===== src/rtl/adpll_pkg.sv =====
// Shared types and helpers for the counter-based DCO at the actuation end of the ADPLL loop.
package adpll_pkg;
  localparam int CTRL_W   = 5;
  localparam int PERIOD_W = 16;
  localparam int SAT_W    = 64;

  typedef logic signed [CTRL_W-1:0] ctrl_t;
  typedef logic [PERIOD_W-1:0]      period_t;

  typedef enum logic {ST_LOW, ST_HIGH} dco_state_t;

  typedef struct packed {
    period_t period;
    logic    clamp;
  } sat_res_t;

  // Reference form of the period update at the default widths.
  function automatic sat_res_t sat_period(period_t base, ctrl_t ctrl, int unsigned shift,
                                          period_t pmin, period_t pmax);
    logic signed [SAT_W-1:0] d;
    sat_res_t r;
    d = signed'(SAT_W'(base)) - (SAT_W'(ctrl) <<< shift);
    if (d < signed'(SAT_W'(pmin)))      r = '{pmin, 1'b1};
    else if (d > signed'(SAT_W'(pmax))) r = '{pmax, 1'b1};
    else                                r = '{d[PERIOD_W-1:0], 1'b0};
    return r;
  endfunction
endpackage


===== src/rtl/adpll_dco_if.sv =====
// Control-word handshake between the loop filter / phase detector and the DCO.
interface adpll_dco_if #(parameter int WIDTH = adpll_pkg::CTRL_W);
  logic signed [WIDTH-1:0] ctrl_i;
  logic                    ctrl_valid_i;
  logic                    ctrl_ready_o;

  modport master (output ctrl_i, output ctrl_valid_i, input ctrl_ready_o);
  modport slave  (input ctrl_i, input ctrl_valid_i, output ctrl_ready_o);
endinterface


===== src/rtl/adpll_dco_period_calc.sv =====
// Combinational next-period computation: base minus scaled control word, saturated.
module dco_period_calc #(
  parameter int WIDTH         = 5,
  parameter int PERIOD_WIDTH  = 16,
  parameter int CENTER_PERIOD = 1000,
  parameter int MIN_PERIOD    = 4,
  parameter int MAX_PERIOD    = 65535,
  parameter int GAIN_SHIFT    = 0,
  parameter int ACCUMULATE    = 0
) (
  input  logic signed [WIDTH-1:0]  i_ctrl,
  input  logic [PERIOD_WIDTH-1:0]  i_period_cur,
  output logic [PERIOD_WIDTH-1:0]  o_period,
  output logic                     o_clamp
);
  // Wide enough that neither the shifted word nor the difference can wrap.
  localparam int EW = PERIOD_WIDTH + WIDTH + GAIN_SHIFT + 1;
  localparam logic signed [EW-1:0] MIN_S = EW'(MIN_PERIOD);
  localparam logic signed [EW-1:0] MAX_S = EW'(MAX_PERIOD);
  localparam logic [PERIOD_WIDTH-1:0] CENTER_P = PERIOD_WIDTH'(CENTER_PERIOD);

  logic signed [EW-1:0] w_base, w_adj, w_diff;

  always_comb begin
    w_base = signed'(EW'((ACCUMULATE != 0) ? i_period_cur : CENTER_P));
    w_adj  = EW'(i_ctrl) <<< GAIN_SHIFT;
    w_diff = w_base - w_adj;
    o_period = w_diff[PERIOD_WIDTH-1:0];
    o_clamp  = 1'b0;
    if (w_diff < MIN_S) begin
      o_period = PERIOD_WIDTH'(MIN_PERIOD);
      o_clamp  = 1'b1;
    end else if (w_diff > MAX_S) begin
      o_period = PERIOD_WIDTH'(MAX_PERIOD);
      o_clamp  = 1'b1;
    end
  end
endmodule


===== src/rtl/adpll_dco.sv =====
// Counter-based DCO: glitch-free clock synthesis with period updates only at rising-edge boundaries.
module adpll_dco
  import adpll_pkg::*;
#(
  parameter int WIDTH         = CTRL_W,
  parameter int PERIOD_WIDTH  = PERIOD_W,
  parameter int CENTER_PERIOD = 1000,
  parameter int MIN_PERIOD    = 4,
  parameter int MAX_PERIOD    = 65535,
  parameter int GAIN_SHIFT    = 0,
  parameter int ACCUMULATE    = 0
) (
  input  logic                    fpga_clk_i,
  input  logic                    reset_i,
  adpll_dco_if.slave              bus,
  output logic                    generated_o,
  output logic                    edge_o,
  output logic [PERIOD_WIDTH-1:0] period_o,
  output logic                    clamp_o
);
  localparam logic [PERIOD_WIDTH-1:0] ONE = PERIOD_WIDTH'(1);

  dco_state_t               r_state;
  logic [PERIOD_WIDTH-1:0]  r_cnt;
  logic [PERIOD_WIDTH-1:0]  r_period;
  logic                     r_gen;
  logic                     r_edge;
  logic                     r_clamp;
  logic                     r_pend_full;
  logic signed [WIDTH-1:0]  r_pend_ctrl;

  logic [PERIOD_WIDTH-1:0]  w_calc_p;
  logic                     w_calc_clamp;
  logic [PERIOD_WIDTH-1:0]  w_next_p;
  logic [PERIOD_WIDTH-1:0]  w_high_m1;
  logic [PERIOD_WIDTH-1:0]  w_low_m1;
  logic                     w_cap;

  dco_period_calc #(
    .WIDTH(WIDTH), .PERIOD_WIDTH(PERIOD_WIDTH), .CENTER_PERIOD(CENTER_PERIOD),
    .MIN_PERIOD(MIN_PERIOD), .MAX_PERIOD(MAX_PERIOD), .GAIN_SHIFT(GAIN_SHIFT),
    .ACCUMULATE(ACCUMULATE)
  ) u_calc (
    .i_ctrl       (r_pend_ctrl),
    .i_period_cur (r_period),
    .o_period     (w_calc_p),
    .o_clamp      (w_calc_clamp)
  );

  // Period that starts at the coming boundary; low phase takes the odd cycle.
  assign w_next_p  = r_pend_full ? w_calc_p : r_period;
  assign w_high_m1 = (w_next_p >> 1) - ONE;
  assign w_low_m1  = r_period - (r_period >> 1) - ONE;

  assign w_cap            = bus.ctrl_valid_i & ~r_pend_full;
  assign bus.ctrl_ready_o = ~r_pend_full;

  always_ff @(posedge fpga_clk_i or posedge reset_i) begin
    if (reset_i) begin
      r_state     <= ST_LOW;
      r_cnt       <= '0;
      r_period    <= PERIOD_WIDTH'(CENTER_PERIOD);
      r_gen       <= 1'b0;
      r_edge      <= 1'b0;
      r_clamp     <= 1'b0;
      r_pend_full <= 1'b0;
      r_pend_ctrl <= '0;
    end else begin
      r_edge <= 1'b0;
      if (w_cap) begin
        r_pend_full <= 1'b1;
        r_pend_ctrl <= bus.ctrl_i;
      end
      case (r_state)
        ST_HIGH: begin
          if (r_cnt == '0) begin
            r_state <= ST_LOW;
            r_gen   <= 1'b0;
            r_cnt   <= w_low_m1;
          end else begin
            r_cnt <= r_cnt - ONE;
          end
        end
        default: begin
          if (r_cnt == '0) begin
            // Boundary; a word captured this same cycle waits for the next one.
            r_state <= ST_HIGH;
            r_gen   <= 1'b1;
            r_edge  <= 1'b1;
            r_cnt   <= w_high_m1;
            if (r_pend_full) begin
              r_period    <= w_calc_p;
              r_clamp     <= w_calc_clamp;
              r_pend_full <= 1'b0;
            end
          end else begin
            r_cnt <= r_cnt - ONE;
          end
        end
      endcase
    end
  end

  assign generated_o = r_gen;
  assign edge_o      = r_edge;
  assign period_o    = r_period;
  assign clamp_o     = r_clamp;
endmodule


===== src/flat_wrapper.sv =====
// flat-port wrapper written by rule: the top's interface ports become plain ports
module adpll_dco_flat import adpll_pkg::*;
#(
  parameter int WIDTH         = CTRL_W,
  parameter int PERIOD_WIDTH  = PERIOD_W,
  parameter int CENTER_PERIOD = 1000,
  parameter int MIN_PERIOD    = 4,
  parameter int MAX_PERIOD    = 65535,
  parameter int GAIN_SHIFT    = 0,
  parameter int ACCUMULATE    = 0
)
  (fpga_clk_i, reset_i, generated_o, edge_o, period_o, clamp_o, bus_ctrl_i, bus_ctrl_valid_i, bus_ctrl_ready_o);
  adpll_dco_if #(.WIDTH(WIDTH)) bus_i ();
  input  logic fpga_clk_i;
  input  logic reset_i;
  output logic generated_o;
  output logic edge_o;
  output logic [PERIOD_WIDTH-1:0] period_o;
  output logic clamp_o;
  input wire logic [$bits(bus_i.ctrl_i)-1:0] bus_ctrl_i;
  input wire logic [$bits(bus_i.ctrl_valid_i)-1:0] bus_ctrl_valid_i;
  output wire logic [$bits(bus_i.ctrl_ready_o)-1:0] bus_ctrl_ready_o;
  assign bus_i.ctrl_i = bus_ctrl_i;
  assign bus_i.ctrl_valid_i = bus_ctrl_valid_i;
  assign bus_ctrl_ready_o = bus_i.ctrl_ready_o;
  adpll_dco #(.WIDTH(WIDTH), .PERIOD_WIDTH(PERIOD_WIDTH), .CENTER_PERIOD(CENTER_PERIOD), .MIN_PERIOD(MIN_PERIOD), .MAX_PERIOD(MAX_PERIOD), .GAIN_SHIFT(GAIN_SHIFT), .ACCUMULATE(ACCUMULATE)) u_core (.fpga_clk_i(fpga_clk_i), .reset_i(reset_i), .bus(bus_i), .generated_o(generated_o), .edge_o(edge_o), .period_o(period_o), .clamp_o(clamp_o));
endmodule

===== config.mk =====
export PLATFORM = sky130hd
export DESIGN_NAME = adpll_dco_flat
export DESIGN_NICKNAME = d
export VERILOG_FILES = /design/src/rtl/adpll_pkg.sv /design/src/rtl/adpll_dco_if.sv /design/src/rtl/adpll_dco_period_calc.sv /design/src/rtl/adpll_dco.sv /design/src/flat_wrapper.sv
export SDC_FILE = /design/constraint.sdc
export NUM_CORES = 1
export LEC_CHECK = 0
export CORE_MARGIN = 3
export CORE_UTILIZATION = 58
export CTS_BUF_LIST = sky130_fd_sc_hd__clkbuf_4 sky130_fd_sc_hd__clkbuf_8 sky130_fd_sc_hd__clkbuf_16
export CTS_CLUSTER_DIAMETER = 30
export DETAILED_ROUTE_END_ITERATION = 8
export PLACE_DENSITY = 0.81
export RECOVER_POWER = 25
export SLEW_MARGIN = 20
export SYNTH_ARGS = -nofsm -noshare
export SYNTH_HDL_FRONTEND = slang
export SYNTH_SLANG_ARGS = --single-unit

===== constraint.sdc =====
create_clock -name fpga_clk_i -period 3.4 [get_ports fpga_clk_i]
set_clock_uncertainty 0.1 [all_clocks]
set_input_delay 0.51 -clock fpga_clk_i [delete_from_list [all_inputs] [get_ports fpga_clk_i]]
set_output_delay 0.51 -clock fpga_clk_i [all_outputs]
set_load 0.02 [all_outputs]

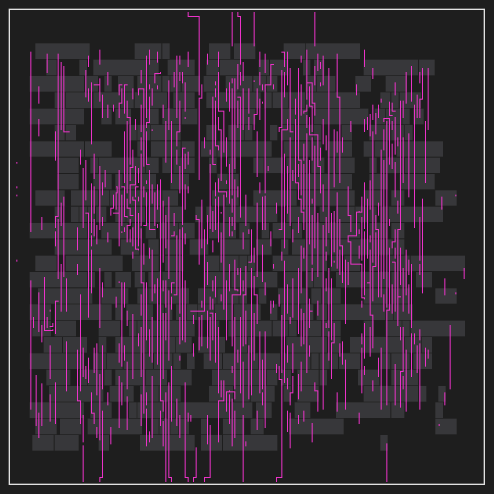
Run 1: the metal 2 layer
Drawn at 6 px/µm. Cells faint in the background.
main direction: vertical
share of all routed wire: 45%
longest straight run: 39.8 µm
wire length on this layer: 3,300 µm
nets with wire on the layer: 310

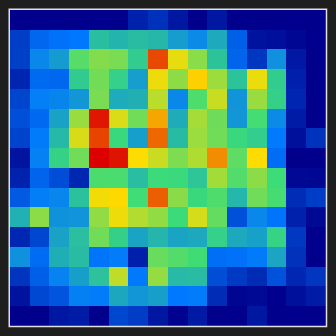
Run 1: signal metal coverage by tile
Drawn at 4 px/µm. The die is cut into 16 by 16 equal tiles; dark blue is low, red is high, scaled to the fullest tile. Values are wire area over tile area, all layers added.
tiles over half the peak: 26%
densest ninth of the die: middle
emptiest ninth of the die: bottom right
fullest tile: 0.56
mean over tiles: 0.18

==> summary.txt, run 1 <==
Item: results of the latest flow run.

- The OpenROAD warning count is 26.
- In the final layout, flip-flops and latches occupy 1030 µm².
- For this run, the total global-route usage over all layers was measured as 25.4%.
- In the layout the commonest cells are sky130_fd_sc_hd__dfrtp_1 (35), sky130_fd_sc_hd__nand2_1 (30), sky130_fd_sc_hd__a21oi_1 (29).
- The checks that failed: capacitance limit, slew limit.
- The pre-antenna-repair detailed-routing pass consisted of 4 iterations.
- The routed design shows a wire length per standard cell of 16.8 µm.
- The number of antenna violations at the first check in global routing came to 0.
- Excluding fillers, the count of instances in the completed layout stands at 433.
- The largest total area in the synthesized netlist belongs to sky130_fd_sc_hd__dfrtp_1.
- The top-level port count is 28.
- Counting instances, the worst hold path has a depth of 1.
- The terminus of the critical flop-to-flop path is u_core.r_cnt[12].
- The maximum root-to-sink buffer count is 2.
- Summing the areas of all compound-gate instances in the mapped netlist gives 17.3% of the synthesized area.
- After layout, the minimum clock period comes to 3050 ps.
- The synthesized net count is 366.
- Yosys reports that the most numerous cell types are sky130_fd_sc_hd__dfrtp_1 (35), sky130_fd_sc_hd__nand2_1 (30), sky130_fd_sc_hd__a21oi_1 (29), sky130_fd_sc_hd__inv_1 (24), sky130_fd_sc_hd__ha_1 (19).
- The first global-routing pass estimated 12,400 µm of wire.
- In this run the worst hold path is classified as reg -> reg.
- The count of fill cells added during filler insertion is approximately 420.
- Max-slew check failures listed in the final report amount to between 40 and 50.
- Counting flops with a built-in enable in the synthesized netlist gives 0.
- The area after detailed placement is 3380 µm².
- The layout overhead on the synthesized area is 12.4%.
- The endpoint class of the critical path is a register.
- Setup repair after global routing left no endpoint under its margin.
- The tally of max-capacitance violations is 1.
- The total via count in the routed design is 2,563.
- The predominant post-synthesis flop cell is sky130_fd_sc_hd__dfrtp_1.
- The run finished, with violations left.
- The tap cell count is 67.
- Per the layout area report, the combinational fraction of cell area is between 50% and 60%.
- The Yosys warning count is 0.
- After clock tree synthesis, the clock-pin slew on the worst setup and hold paths is 90 ps.
- The launch point of the worst reg-to-reg path is u_core.period_o[1].
- The synthesized instance count is 338.
- After clock tree synthesis, the repair step resized 0 gates.
- The number of standard-cell rows in the floorplan is 25.
- The synthesized-area fraction occupied by xor and xnor cells is a little under a tenth.
- The part of the cycle the worst path needs is 89.8%.
- The number of global-route vias before repair is 2,531.
- Along the worst path, the maximum fanout reaches 7.
- The post-synthesis register bit count is 41.
- The HPWL reported at the end of detailed placement is between 5000 and 6000 µm.
- The total overflow left after global routing is 0.
- Buffers added to address setup during post-CTS repair amount to 0.
- The fraction of final layout cells sized beyond drive strength 1 is 10.9%.
- Non-clock buffers make up approximately 8.5% of the layout cell area.
- The most critical setup path has its startpoint at u_core.period_o[1].
- The inverter count of the layout excluding clock inverters is 24.
- The synthesis stats list as the most numerous cell sky130_fd_sc_hd__dfrtp_1.
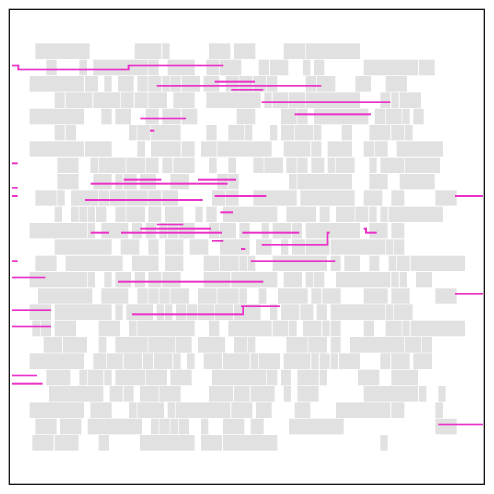
Run 1: metal 3
Drawn at 6 px/µm. Cells faint in the background.
wire length on this layer: 350 µm
longest straight run: 27.1 µm

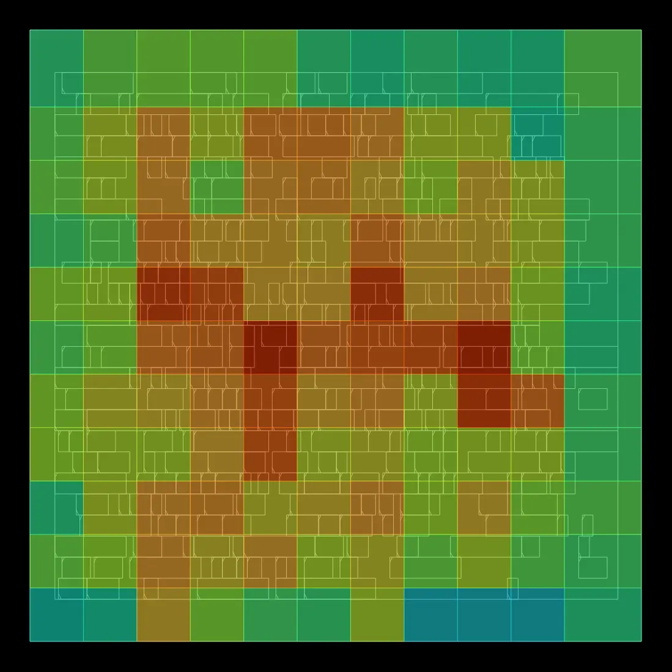
Run 1: routing congestion
gr busiest metal: met2
met1 Usage GRT: 36.8%

run 1: layer usage:
metal | vias up | wire length, µm | share of wire (%) | GRT usage, %
met1 | 1227 | 3540 | 49 | 36.8
met5 | - | 0 | 0 | 0
met4 | 0 | 69 | 0.95 | 8.42
met2 | 62 | 3300 | 45 | 39.0
li1 | 1268 | - | - | -
met3 | 6 | 350 | 4.8 | 3.51
run 1: worst max-delay path, cell delays in order (launching register included):
cell                       delay, ps
sky130_fd_sc_hd__dfrtp_1         470
sky130_fd_sc_hd__inv_1            90
sky130_fd_sc_hd__ha_1            220
sky130_fd_sc_hd__fa_1            410
sky130_fd_sc_hd__a21o_1          190
sky130_fd_sc_hd__a221oi_1        440
sky130_fd_sc_hd__o211ai_1        260
sky130_fd_sc_hd__nand3_1         140
sky130_fd_sc_hd__a31oi_1          80
sky130_fd_sc_hd__or4_1           510
run 1: flip-flops by register name (all words and copies together), names as in the netlist:
register and count:
u_core.edge_o 1, u_core.generated_o 1, u_core.period_o 16, u_core.r_cnt 16
u_core.r_pend_ctrl 5, u_core.r_pend_full 1, u_core.r_state 1
run 1: per-stage QoR:
| step | utilization (%) | setup slack, ps | hold slack (ps) |
|---|---|---|---|
| 2_1_floorplan | - | 454 | 369 |
| 3_3_place_gp | 68.3 | 415 | 372 |
| 3_5_place_dp | 68.3 | 365 | 384 |
| 4_1_cts | 70.3 | 363 | 404 |
| 5_1_grt | 70.2 | 33.5 | 433 |
| 6_report | 70.2 | 348 | 398 |
run 1: report_power, final:
group | switching (mW) | internal [mW]
Combinational | 0.321 | 0.254
Sequential | 0.0813 | 0.564
Clock | 0.173 | 0.182
Total | 0.575 | 1.00
Run 1, I/O pins on the die edge:
Drawn at 6 px/µm. Pins as bars across the die edge, other pins in gray.
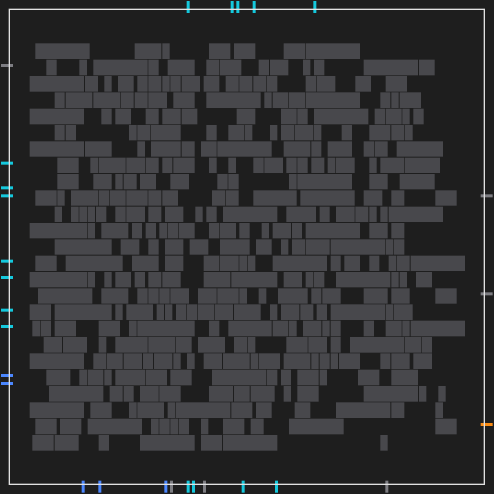

==> run 2, diff against run 1 <==
CORE_UTILIZATION = 60   (was 58)
PLACE_DENSITY = 0.84   (was 0.81)
clock period = 3.8 ns   (was 3.4 ns; I/O delays follow)
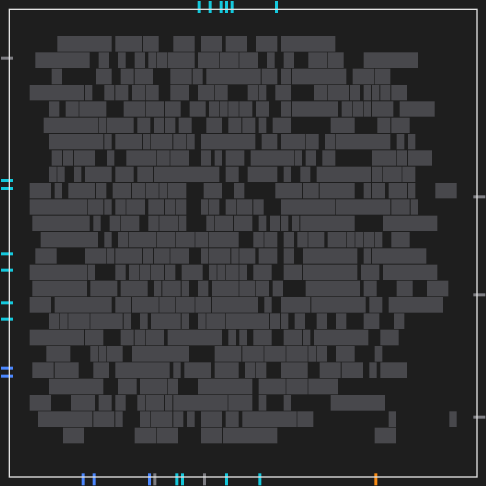
Run 2: I/O pins on the die edge
Drawn at 6 px/µm. Pins as bars across the die edge, other pins in gray.
| color | port | pins | direction | edge |
|---|---|---|---|---|
| orange | reset_i | 1 | input | bottom |
| cyan | period_o | 16 | output | 6 top, 6 left, 4 bottom |
| blue | bus_ctrl_i | 5 | input | 3 bottom, 2 left |
all pins by edge: 10 bottom, 9 left, 6 top, 3 right

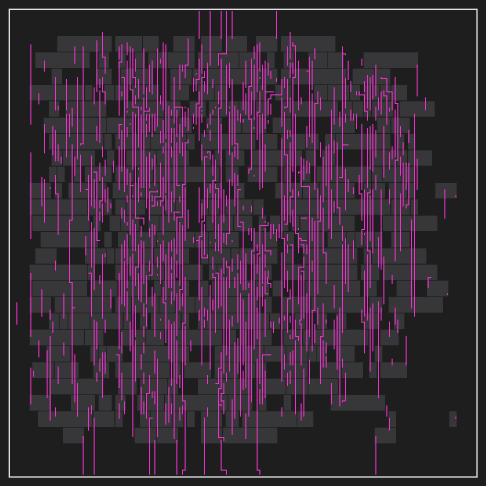
Run 2: the metal 2 layer
Drawn at 6 px/µm. Cells faint in the background.
nets with wire on the layer: 325
share of all routed wire: 46%

==> run 2 against run 1 <==
The run now ends clean. First-iteration DRC count is 1.5% higher. Core utilization rose by 1.5 points. Synthesized cell count unchanged. Critical path depth stayed put. Clock power increased by 5%. Final cell count is 0.46% lower.
==> summary.txt, run 2 <==
Item: results of the latest flow run.

- The run finished with clean final reports.
- The count of fill cells added during filler insertion is 382 (-8.6%).
- Setup repair after global routing left no endpoint under its margin.
- The number of antenna violations at the first check in global routing is 0 (unchanged).
- The global routing usage summed across all routing layers came to 25.5% (+0.16 points).
- The storage element area is 1030 µm² (unchanged).
- The number of cells on the worst hold path is 1 (unchanged).
- The area share of and-or/or-and cells after synthesis was 17.3% (unchanged).
- The post-synthesis cell type with the largest instance count is sky130_fd_sc_hd__dfrtp_1.
- The HPWL reported at the end of detailed placement is 5490 µm (-1.2%).
- The total combinational power is 0.520 mW (-9.6%).
- The net switching power figure came to 0.515 mW (-11%).
- Per report_power, the top consumer among the power groups is sequential cells.
- The largest driver fanout on the critical path is 7 (unchanged).
- The Yosys warning count is 0 (unchanged).
- The synthesized-area fraction occupied by xor and xnor cells was 9.08% (unchanged).
- After synthesis, the most frequently instantiated cells are sky130_fd_sc_hd__dfrtp_1 (35), sky130_fd_sc_hd__nand2_1 (30), sky130_fd_sc_hd__a21oi_1 (29), sky130_fd_sc_hd__inv_1 (24), sky130_fd_sc_hd__ha_1 (19).
- The internal power consumption is 0.952 mW (-4.9%).
- The post-synthesis register bit count came to 41 (unchanged).
- The worst endpoint data arrival time is 3120 ps.
- The predominant post-synthesis flop cell is sky130_fd_sc_hd__dfrtp_1.
- The synthesized net count is 366 (unchanged).
- The area growth from synthesis to layout is 12.7%.
- The total via count in the routed design was 2,663 (+3.9%).
- The launching instance or port of the critical path is u_core.period_o[1].
- For the worst reg-to-reg path, the endpoint reported by OpenROAD is u_core.r_cnt[12].
- The net switching share of the total power is 35.1% (-1.4 points).
- The post-CTS setup buffer count is 0 (unchanged).
- The average detailed-routed wire length per instance is 16.8 µm (about the same).
- The sequential fraction of design power is 39.2% (-1.8 points).
- The total clock network power is 0.371 mW (+5%).
- The top-level port count is 28 (unchanged).
- The sequential power is 0.576 mW (-11%).
- The most common logic cells in the final layout are sky130_fd_sc_hd__dfrtp_1 (35), sky130_fd_sc_hd__nand2_1 (30), sky130_fd_sc_hd__a21oi_1 (29).
- The part of the cycle the worst path needs is 80.0% (-9.7 points).
- The clock power share is 25.3% (+2.8 points).
- In this run the critical register-to-register path is launched from u_core.period_o[1].
- The OpenROAD warning count is 26 (unchanged).
- The endpoint class of the critical path is a register.
- The wire length of the first global-routing pass is 12,200 µm (-1.3%).
- The clock-pin slew on the worst setup and hold paths was 90 ps (about the same).
- The final global-route overflow total is 0 (unchanged).
- The count of mapped cells out of synthesis is 338 (unchanged).
- The number of instances resized during post-cts repair was 0 (unchanged).
- The detailed-routing iteration count for the pre-antenna-repair pass is 5 (+1).
- The part of the total power dissipated in combinational logic came to 35.5% (-1.0 points).
- The minimum period implied by the final worst setup slack is 3040 ps (-10.5 ps).
- The fraction of final layout cells sized beyond drive strength 1 was 10.4% (-0.49 points).
- The number of global-route vias before repair is 2,517 (-0.55%).
- The post-layout utilization of the core came to 71.7% (+1.5 points).
[run 2: cell count changes in the layout (fill, tap and decap cells not counted)]
cell	delta
sky130_fd_sc_hd__buf_4	-2
sky130_fd_sc_hd__clkbuf_4	-1
sky130_fd_sc_hd__bufinv_16	+1
[run 2: per-layer routing]
metal  GRT usage [%]  share of wire, %  vias up
li1                -                 -     1259
met1            37.0                44     1267
met2            39.0                46      118
met3            4.76               8.4       19
met4            6.94               1.9        0
met5               0                 0        -
[run 2: per-stage QoR]
step           hold slack, ps  setup slack (ps)
5_1_grt                   415               524
3_3_place_gp              373               783
6_report                  390               759
2_1_floorplan             369               854
3_5_place_dp              379               781
4_1_cts                   396               767
[run 2: worst max path at each step]
stage                         endpoint  slack [ps]
finish                u_core.r_cnt[12]         760
global route        u_core.period_o[1]         520
CTS                 u_core.period_o[2]         770
detailed placement  u_core.period_o[2]         780
global placement    u_core.period_o[2]         780
floorplan             u_core.r_cnt[12]         850
[run 2: cell type report]
type | count | area share, %
Clock buffer | 7 | 2.59
Timing Repair Buffer | 29 | 8.02
Clock inverter | 1 | 0.864
Sequential cell | 41 | 29.7
Multi-Input combinational cell | 262 | 53.8
Tap cell | 67 | 2.41
Inverter | 24 | 2.59
[run 2: worst max-delay path, stage by stage (launching register included)]
cell and delay (ps):
sky130_fd_sc_hd__dfrtp_1 470, sky130_fd_sc_hd__inv_1 100, sky130_fd_sc_hd__ha_1 230, sky130_fd_sc_hd__fa_1 400
sky130_fd_sc_hd__a21o_1 190, sky130_fd_sc_hd__a221oi_1 420, sky130_fd_sc_hd__o211ai_1 270, sky130_fd_sc_hd__nand3_1 140
sky130_fd_sc_hd__a31oi_1 80, sky130_fd_sc_hd__or4_1 510
Power figures rest on the tool's default switching activity, not on a simulated workload.
